## src/rtl/aes_challenge_ctrl.sv

```systemverilog
// Challenge-response wrapper around an AES-128 core: 16 RX bytes -> plaintext, ciphertext -> TX bytes MSB first.
// Build with AES_CHAL_CKSUM_EN defined to append an XOR-of-ciphertext checksum as a 17th TX byte.
module aes_challenge_ctrl #(
    parameter int unsigned RX_GAP_CYCLES      = 1000000,
    parameter int unsigned AES_TIMEOUT_CYCLES = 255
) (
    input  logic         clk,
    input  logic         rst,
    input  logic [7:0]   rx_data,
    input  logic         rx_valid,
    output logic [7:0]   tx_data,
    output logic         tx_valid,
    input  logic         tx_ready,
    output logic [127:0] aes_input_block,
    output logic         aes_start,
    input  logic         aes_done,
    input  logic [127:0] aes_output_block,
    output logic         busy,
    output logic         error,
    output logic         overrun
);
    localparam int GAP_W = $clog2(RX_GAP_CYCLES + 1);
    localparam int TO_W  = $clog2(AES_TIMEOUT_CYCLES + 1);
`ifdef AES_CHAL_CKSUM_EN
    localparam int RESP_BYTES = 17;
`else
    localparam int RESP_BYTES = 16;
`endif
    localparam int RESP_W = RESP_BYTES * 8;
    localparam logic [GAP_W-1:0] GAP_LIM  = GAP_W'(RX_GAP_CYCLES);
    localparam logic [GAP_W-1:0] GAP_LAST = GAP_W'(RX_GAP_CYCLES - 1);
    localparam logic [TO_W-1:0]  TO_LAST  = TO_W'(AES_TIMEOUT_CYCLES - 1);

    typedef enum logic [1:0] {COLLECT, START, WAIT, SEND} state_t;

    state_t              state_q, state_d;
    logic [127:0]        chal_q, chal_d;
    logic [RESP_W-1:0]   resp_q, resp_d, resp_load;
    logic [3:0]          byte_cnt_q, byte_cnt_d;
    logic [4:0]          send_cnt_q, send_cnt_d;
    logic [GAP_W-1:0]    gap_q, gap_d;
    logic [TO_W-1:0]     tout_q, tout_d;
    logic                aes_start_q, aes_start_d;
    logic                tx_valid_q, tx_valid_d;
    logic                busy_q, busy_d;
    logic                error_q, error_d;
    logic                overrun_q, overrun_d;

`ifdef AES_CHAL_CKSUM_EN
    function automatic logic [7:0] xor_bytes(input logic [127:0] v);
        logic [7:0] x;
        x = '0;
        for (int i = 0; i < 16; i++) x ^= v[8*i +: 8];
        return x;
    endfunction
    assign resp_load = {aes_output_block, xor_bytes(aes_output_block)};
`else
    assign resp_load = aes_output_block;
`endif

    always_comb begin
        state_d     = state_q;
        chal_d      = chal_q;
        resp_d      = resp_q;
        byte_cnt_d  = byte_cnt_q;
        send_cnt_d  = send_cnt_q;
        gap_d       = gap_q;
        tout_d      = tout_q;
        aes_start_d = 1'b0;
        tx_valid_d  = tx_valid_q;
        error_d     = error_q;
        overrun_d   = overrun_q;
        case (state_q)
            COLLECT: begin
                if (rx_valid) begin
                    chal_d     = {chal_q[119:0], rx_data};
                    byte_cnt_d = byte_cnt_q + 4'd1;
                    gap_d      = '0;
                    if (byte_cnt_q == 4'd0) error_d = 1'b0;
                    if (byte_cnt_q == 4'd15) begin
                        state_d     = START;
                        aes_start_d = 1'b1;
                        tout_d      = '0;
                    end
                end else if (byte_cnt_q != 4'd0) begin
                    // Gap expiry discards the partial challenge; counter parks at its limit.
                    if (gap_q >= GAP_LAST) begin
                        byte_cnt_d = 4'd0;
                        gap_d      = GAP_LIM;
                    end else begin
                        gap_d = gap_q + 1'b1;
                    end
                end
            end
            START: begin
                // The timeout counter measures cycles since aes_start rose.
                tout_d  = tout_q + 1'b1;
                state_d = WAIT;
            end
            WAIT: begin
                if (aes_done) begin
                    resp_d     = resp_load;
                    send_cnt_d = 5'(RESP_BYTES);
                    tx_valid_d = 1'b1;
                    state_d    = SEND;
                end else if (tout_q >= TO_LAST) begin
                    error_d = 1'b1;
                    tout_d  = '0;
                    state_d = COLLECT;
                end else begin
                    tout_d = tout_q + 1'b1;
                end
            end
            SEND: begin
                if (tx_valid_q && tx_ready) begin
                    resp_d     = {resp_q[RESP_W-9:0], 8'h00};
                    send_cnt_d = send_cnt_q - 5'd1;
                    if (send_cnt_q == 5'd1) begin
                        tx_valid_d = 1'b0;
                        state_d    = COLLECT;
                    end
                end
            end
            default: state_d = COLLECT;
        endcase
        if (rx_valid && state_q != COLLECT) overrun_d = 1'b1;
        busy_d = (state_d != COLLECT);
    end

    always_ff @(posedge clk or posedge rst) begin
        if (rst) begin
            state_q     <= COLLECT;
            chal_q      <= '0;
            resp_q      <= '0;
            byte_cnt_q  <= '0;
            send_cnt_q  <= '0;
            gap_q       <= '0;
            tout_q      <= '0;
            aes_start_q <= 1'b0;
            tx_valid_q  <= 1'b0;
            busy_q      <= 1'b0;
            error_q     <= 1'b0;
            overrun_q   <= 1'b0;
        end else begin
            state_q     <= state_d;
            chal_q      <= chal_d;
            resp_q      <= resp_d;
            byte_cnt_q  <= byte_cnt_d;
            send_cnt_q  <= send_cnt_d;
            gap_q       <= gap_d;
            tout_q      <= tout_d;
            aes_start_q <= aes_start_d;
            tx_valid_q  <= tx_valid_d;
            busy_q      <= busy_d;
            error_q     <= error_d;
            overrun_q   <= overrun_d;
        end
    end

    assign tx_data         = resp_q[RESP_W-1 -: 8];
    assign tx_valid        = tx_valid_q;
    assign aes_input_block = chal_q;
    assign aes_start       = aes_start_q;
    assign busy            = busy_q;
    assign error           = error_q;
    assign overrun         = overrun_q;
endmodule
```

## config.mk

```make
export PLATFORM = sky130hd
export DESIGN_NAME = aes_challenge_ctrl
export DESIGN_NICKNAME = d
export VERILOG_FILES = /design/src/rtl/aes_challenge_ctrl.sv
export SDC_FILE = /design/constraint.sdc
export NUM_CORES = 1
export LEC_CHECK = 0
export CORE_MARGIN = 1.5
export CORE_UTILIZATION = 28
export CTS_BUF_LIST = sky130_fd_sc_hd__clkbuf_2 sky130_fd_sc_hd__clkbuf_4 sky130_fd_sc_hd__clkbuf_8
export DETAILED_ROUTE_END_ITERATION = 8
export PLACE_DENSITY = 0.5
export REMOVE_ABC_BUFFERS = 1
export SLEW_MARGIN = 20
export SYNTH_ARGS = -nofsm -noshare
export SYNTH_HDL_FRONTEND = slang
export SYNTH_SLANG_ARGS = --single-unit
```

## constraint.sdc

```tcl
create_clock -name clk -period 14.4 [get_ports clk]
set_clock_uncertainty 0.15 [all_clocks]
set_input_delay 2.88 -clock clk [delete_from_list [all_inputs] [get_ports clk]]
set_output_delay 2.88 -clock clk [all_outputs]
set_load 0.05 [all_outputs]
```

### Zoomed window

Region (139, 139) to (189, 189) microns. Cells in gray, sequential cells in the stronger gray; small squares are vias.
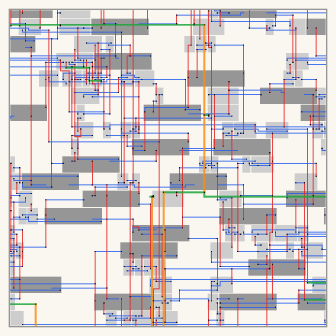
legend:
  green:
    layer: M3
  orange:
    layer: M4
  blue:
    layer: M1
  red:
    layer: M2
cells with their middle in the window: 95
most frequent: dfrtp_1 (21), nand2_1 (17), o21ai_1 (15)
netlist names of flops here include: resp_q (13), send_cnt_q (5), tout_q (3)
sequential cells in the window: 21

### Pin placement

Drawn at 1.5 px/micron. Pins as bars across the die edge, other pins in gray.
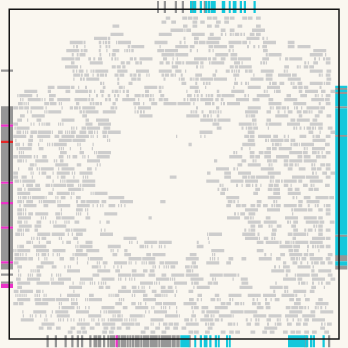
legend:
  magenta:
    port: rx_data
    pins: 8
    direction: input
    edge: 7 west, 1 south
  cyan:
    port: aes_output_block
    pins: 128
    direction: input
    edge: 80 east, 31 south, 17 north
  red:
    port: overrun
    pins: 1
    direction: output
    edge: west
all pins by edge: 90 east, 85 west, 84 south, 23 north
count of input and output buffers: 281
x dimension of the die: 219 microns

==> flow_metrics.py <==
# Metrics from the implementation run
metrics = {
    "drt": {
        "drt_pass1_iterations": 5,
        "antenna_left": 0,
        "vias_per_cell": 4.49,
    },
    "job": {
        "warning_count": 33,
    },
    "synthesis": {
        "synth.lib_cells_used.distinct": 53,
        "yosysWarningCount": 0,
        "post_synth_arst_share_pct": 100,
        "ys_sh_aoi_pct": 9.59,
        "post_synth_fa_ha_maj_area_fraction_pct": 1.05,
        "synthesis.area_sq_um": 13000,
        "yosysSeqAreaShare_pct": 57.5,
        "synth-seq-cells": 300,
        "yosys_cells": 1370,
        "ys_chip_area_sq_um": 13000,
    },
    "setup_path": {
        "setup.worst_path.class": "input port to flop",
        "critPathLaunchType": "input port",
        "timing.critical_path.cells": "clkdlybuf4s50_1 -> and2_4 -> buf_4 -> nand2_1 -> nand2_1",
        "worstPathArrival_ns": 5.49,
        "cp-end-kind": "flop",
        "crit_slowest_cell": "clkdlybuf4s50_1",
        "cp-startpoint": "rx_valid",
        "crit_end": "aes_input_block[103]",
        "timing.critical_path.required_ns": 14.80,
    },
    "clock_network": {
        "cts.sinks": 300,
        "clk-insertion-delay-late_ns": 0.61,
        "cts.root.buffer_cell": "clkbuf_8",
        "cts_resized": 0,
        "cts-hold-fix-buffers": 0,
        "buffers_inserted_by_post_cts_timing_repair": 0,
        "clk_path_buf_depth": 3,
    },
    "global_routing": {
        "maximum_number_of_pins_on_one_net_before_global_route_repair": 113,
        "globalRouteOverflowTotal": 0,
        "number_of_antenna_violations_at_the_first_check_in_global_routing": 0,
        "grtUsageTotal_pct": 14.5,
    },
    "sta": {
        "fmax_ghz": 0.196,
        "final.hold.worst_slack_ns": 0.321,
        "timing.final.ws_setup_ns": 9.31,
        "number_of_failing_hold_endpoints_at_the_final_stage": 0,
    },
    "layout": {
        "antenna_cells": 0,
        "final_cell_mix": "536 x nand2_1, 300 x dfrtp_1, 281 x clkdlybuf4s50_1",
        "design.final.nets": 1781,
        "final_util_pct": 38.4,
        "instances_no_fill": 2268,
    },
    "die": {
        "core_region_area_sq_um": 45700,
        "initial_core_util_pct": 28.6,
        "die_ar_sq_um": 47900,
    },
    "run_status": {
        "outcome": "completed",
    },
    "power": {
        "power_w": 0.00182,
    },
    "worst_hold_path": {
        "worst_hold_path.endpoint": "aes_input_block[122]",
    },
    "place": {
        "dp_hpwl_mm": 22.3,
    },
}
### Clock wiring as the flow saved it

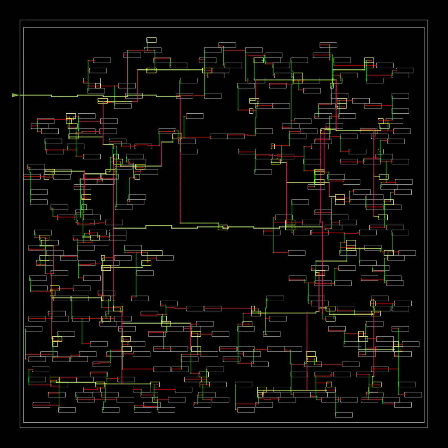
count of sequential standard cells: 300
cts bufs inserted: 54

## layer usage
| metal | GRT usage (%) | share of wire, % | wire [microns] | vias up |
|---|---|---|---|---|
| met4 | 4.45 | 2.0 | 687 | 0 |
| met2 | 20.8 | 41 | 14400 | 277 |
| met3 | 5.71 | 9.3 | 3220 | 56 |
| met1 | 19.8 | 47 | 16400 | 4767 |
| li1 | - | - | - | 5073 |
| met5 | 0 | 0 | 0 | - |
## worst max-delay path, delay by kind of cell
kind / cells / cell delay (ns)
buffers and inverters: 2 / 1.69
AND/OR/NAND/NOR: 3 / 0.81
## registers in the layout, summed over array words and instances, names as in the netlist, 2 cells and up
register,count
send_cnt_q,5
tout_q,8
aes_input_block,128
byte_cnt_q,4
state_q,2
gap_q,20
resp_q,128
## report_power, final
group          internal [W]  switching [W]
sequential         0.000861     0.00000864
combinational     0.0000491      0.0000414
clock              0.000502       0.000358
total               0.00141       0.000408
## synthesized netlist by cell type (all sizes together) (2+ instances only)
cell type    n  area [sq um]
o221ai       2          17.5
a211oi       2          27.5
and3         3          20.0
mux2i      124          1240
or3          2          12.5
a31oi       12          75.1
o21a         2          15.0
o22ai        3          18.8
nand2      537          2020
nand2b       5          31.3
and4         7          62.6
nor2        14          52.6
clkbuf      67           251
o21bai       2          15.0
nand4        6          37.5
a211o        2          17.5
nand3       18          90.1
and2         3          18.8
a21o         5          37.5
or3b         2          17.5
dfrtp      300          7510
a221o        2          20.0
ha          11           138
buf         21           120
or2b         2          15.0
nor3         8          40.0
a22o        14           123
xor2         2          17.5
a21oi       13          72.6
o21ai      150           751
inv         15          56.3
## area by class of cell
type	count	area share (%)
inverter	15	0.364
multi-input combinational	967	29.4
clock buffer	88	6.34
sequential	300	42.8
clock inverter	7	0.357
timing repair buffer	291	16.5
tap	600	4.28
Power figures rest on the tool's default switching activity, not on a simulated workload.
